### config.mk
export PLATFORM = sky130hd
export DESIGN_NAME = bfp_block_scheduler
export DESIGN_NICKNAME = d
export VERILOG_FILES = /design/src/rtl/bfp_block_scheduler.sv
export SDC_FILE = /design/constraint.sdc
export NUM_CORES = 2
export LEC_CHECK = 0
export ABC_CLOCK_PERIOD_IN_PS = 3000
export CAP_MARGIN = 20
export CORE_ASPECT_RATIO = 0.9
export CORE_MARGIN = 2
export CORE_UTILIZATION = 45
export DETAILED_ROUTE_END_ITERATION = 12
export GPL_TIMING_DRIVEN = 0
export PLACE_DENSITY = 0.66
export SYNTH_ARGS = -nofsm -noshare
export SYNTH_HDL_FRONTEND = slang
export SYNTH_SLANG_ARGS = --single-unit
### constraint.sdc
create_clock -name clk -period 3 [get_ports clk]
set_clock_uncertainty 0.05 [all_clocks]
set_input_delay 0.3 -clock clk [delete_from_list [all_inputs] [get_ports clk]]
set_output_delay 0.3 -clock clk [all_outputs]
set_load 0.02 [all_outputs]
### src/rtl/bfp_block_scheduler.sv
// Ping-pong block framer for the BFP peak/leading-zero calculator: buffers
// BLOCK_LEN-sample blocks, captures each block's shift and replays it normalised.
module bfp_block_scheduler #(
  parameter int WIDTH     = 16,
  parameter int BLOCK_LEN = 64,
  parameter int SHW       = $clog2(WIDTH + 1)
) (
  input  logic             clk,
  input  logic             rst_n,
  input  logic             s_valid,
  output logic             s_ready,
  input  logic [WIDTH-1:0] s_data,
  output logic             calc_valid,
  output logic             calc_last,
  output logic [WIDTH-1:0] calc_mag,
  input  logic [SHW-1:0]   calc_shift,
  input  logic             calc_shift_valid,
  output logic             m_valid,
  input  logic             m_ready,
  output logic [WIDTH-1:0] m_data,
  output logic [SHW-1:0]   m_exp,
  output logic             m_last,
  output logic             err
);

  localparam int               CNT_W    = $clog2(BLOCK_LEN);
  localparam logic [CNT_W-1:0] LAST_IDX = CNT_W'(BLOCK_LEN - 1);

  localparam logic [1:0] ST_EMPTY = 2'd0;
  localparam logic [1:0] ST_FILL  = 2'd1;
  localparam logic [1:0] ST_CALC  = 2'd2;
  localparam logic [1:0] ST_FULL  = 2'd3;

  logic [1:0][1:0]     state;
  logic [1:0][SHW-1:0] exp_r;
  logic [WIDTH-1:0]    mem [2][BLOCK_LEN];
  logic                wr_bank;
  logic                rd_bank;
  logic                calc_bank;
  logic [CNT_W-1:0]    wr_cnt;
  logic [CNT_W-1:0]    rd_cnt;
  logic                err_r;
  logic                wr_hs;
  logic                wr_at_last;
  logic                rd_hs;
  logic                rd_at_last;

  // A shift of WIDTH means the block peak was zero, so every sample is zero.
  function automatic logic [WIDTH-1:0] normalise(input logic [WIDTH-1:0] d,
                                                 input logic [SHW-1:0]   sh);
    if (int'(sh) >= WIDTH) return '0;
    return d << sh;
  endfunction

  assign s_ready    = (state[wr_bank] == ST_EMPTY) || (state[wr_bank] == ST_FILL);
  assign wr_hs      = s_valid & s_ready;
  assign wr_at_last = (wr_cnt == LAST_IDX);

  assign calc_valid = wr_hs;
  assign calc_last  = wr_hs & wr_at_last;
  assign calc_mag   = s_data;

  assign m_valid    = (state[rd_bank] == ST_FULL);
  assign rd_hs      = m_valid & m_ready;
  assign rd_at_last = (rd_cnt == LAST_IDX);
  assign m_last     = m_valid & rd_at_last;
  assign m_exp      = exp_r[rd_bank];
  assign m_data     = normalise(mem[rd_bank][rd_cnt], exp_r[rd_bank]);
  assign err        = err_r;

  always_ff @(posedge clk) begin
    if (wr_hs) mem[wr_bank][wr_cnt] <= s_data;
  end

  // Write, capture and read each touch a different bank (FILL/CALC/FULL are
  // disjoint), so all three may update state in the same cycle.
  always_ff @(posedge clk or negedge rst_n) begin
    if (!rst_n) begin
      state     <= '0;
      exp_r     <= '0;
      wr_bank   <= 1'b0;
      rd_bank   <= 1'b0;
      calc_bank <= 1'b0;
      wr_cnt    <= '0;
      rd_cnt    <= '0;
      err_r     <= 1'b0;
    end else begin
      if (wr_hs) begin
        if (wr_at_last) begin
          state[wr_bank] <= ST_CALC;
          calc_bank      <= wr_bank;
          wr_bank        <= ~wr_bank;
          wr_cnt         <= '0;
        end else begin
          state[wr_bank] <= ST_FILL;
          wr_cnt         <= wr_cnt + CNT_W'(1);
        end
      end
      if (calc_shift_valid) begin
        if (state[calc_bank] == ST_CALC) begin
          exp_r[calc_bank] <= calc_shift;
          state[calc_bank] <= ST_FULL;
        end else begin
          err_r <= 1'b1;
        end
      end
      if (rd_hs) begin
        if (rd_at_last) begin
          state[rd_bank] <= ST_EMPTY;
          rd_bank        <= ~rd_bank;
          rd_cnt         <= '0;
        end else begin
          rd_cnt <= rd_cnt + CNT_W'(1);
        end
      end
    end
  end

endmodule
==> changes_impl.md <==
### Physical design

- ClkCell Share: 5.82%
- Yosys simple share: 2.59%
- Post-Place Cells: 6503
- Syn Inst Count: 3891
- Failing checks: negative hold slack, negative setup slack
- Vias per inst: 6.93
- First-pass GRT wire length: 437 mm
- Starting Density: 45.2%
- CTS clk-pin slew, worst paths: 0.06 ns
- Synth logic family: multiplexers
- CTS Hold Bufs: 15
- # IOs: 69
- Nets: 4755
- Hold WS: -0.0417 ns
- Outcome: complete, but fails checks
- Final WS setup: -2.37 ns
- Tot Pwr: 106000 uW
- Synthesized Nets: 3919
- Slew @ Worst Pin: 0.964 ns
- Routability cong.: 1.05
- Core Rows: 148
- Worst setup EP type: primary output
- Met2 Use GR: 47.9%
- Top routing layer used: met5
- Top cell excl fill/tap: edfxtp_1
- Fin. Hold Viols: 8
- Crit start category: flip-flop
- Met1 WL: 115 mm
- Worst reg2reg path startpoint: wr_cnt[4]
- Crit path largest cell delay: 0.48 ns
- DR pass1 iterations: 9
- Leading cell kind: registers
- Final setup viols: 257
- Post-CTS Setup Inserts: 334
- CTS Sinks: 2078
- Fmax: 0.186 GHz
- FF-to-FF path depth: 5
- Layer with the highest usage: met2
- GR met3 Demand/Resource: 20.7%
- Comb/total area: 19.8%
- Power density cells: 1010 nW/um^2
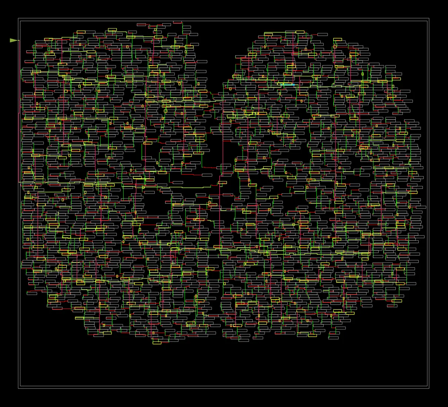
(clock routing)
clkbuf count: 255
worst skew pair latency: 0.86 ns

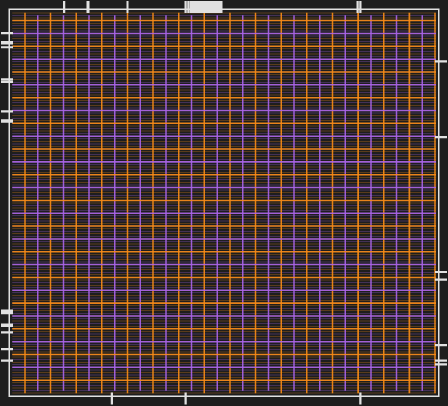
(PDN straps and rails)
Pins as bars on the die edge.
color	net
purple	VDD
orange	VSS
met5 straps	29
met1 rails	149
Die Wd: 453 um
core area: 181000 um^2
Peak VDD IR: 0.765 mV
Die H: 408 um

Power is estimated from default activity; no workload was simulated.
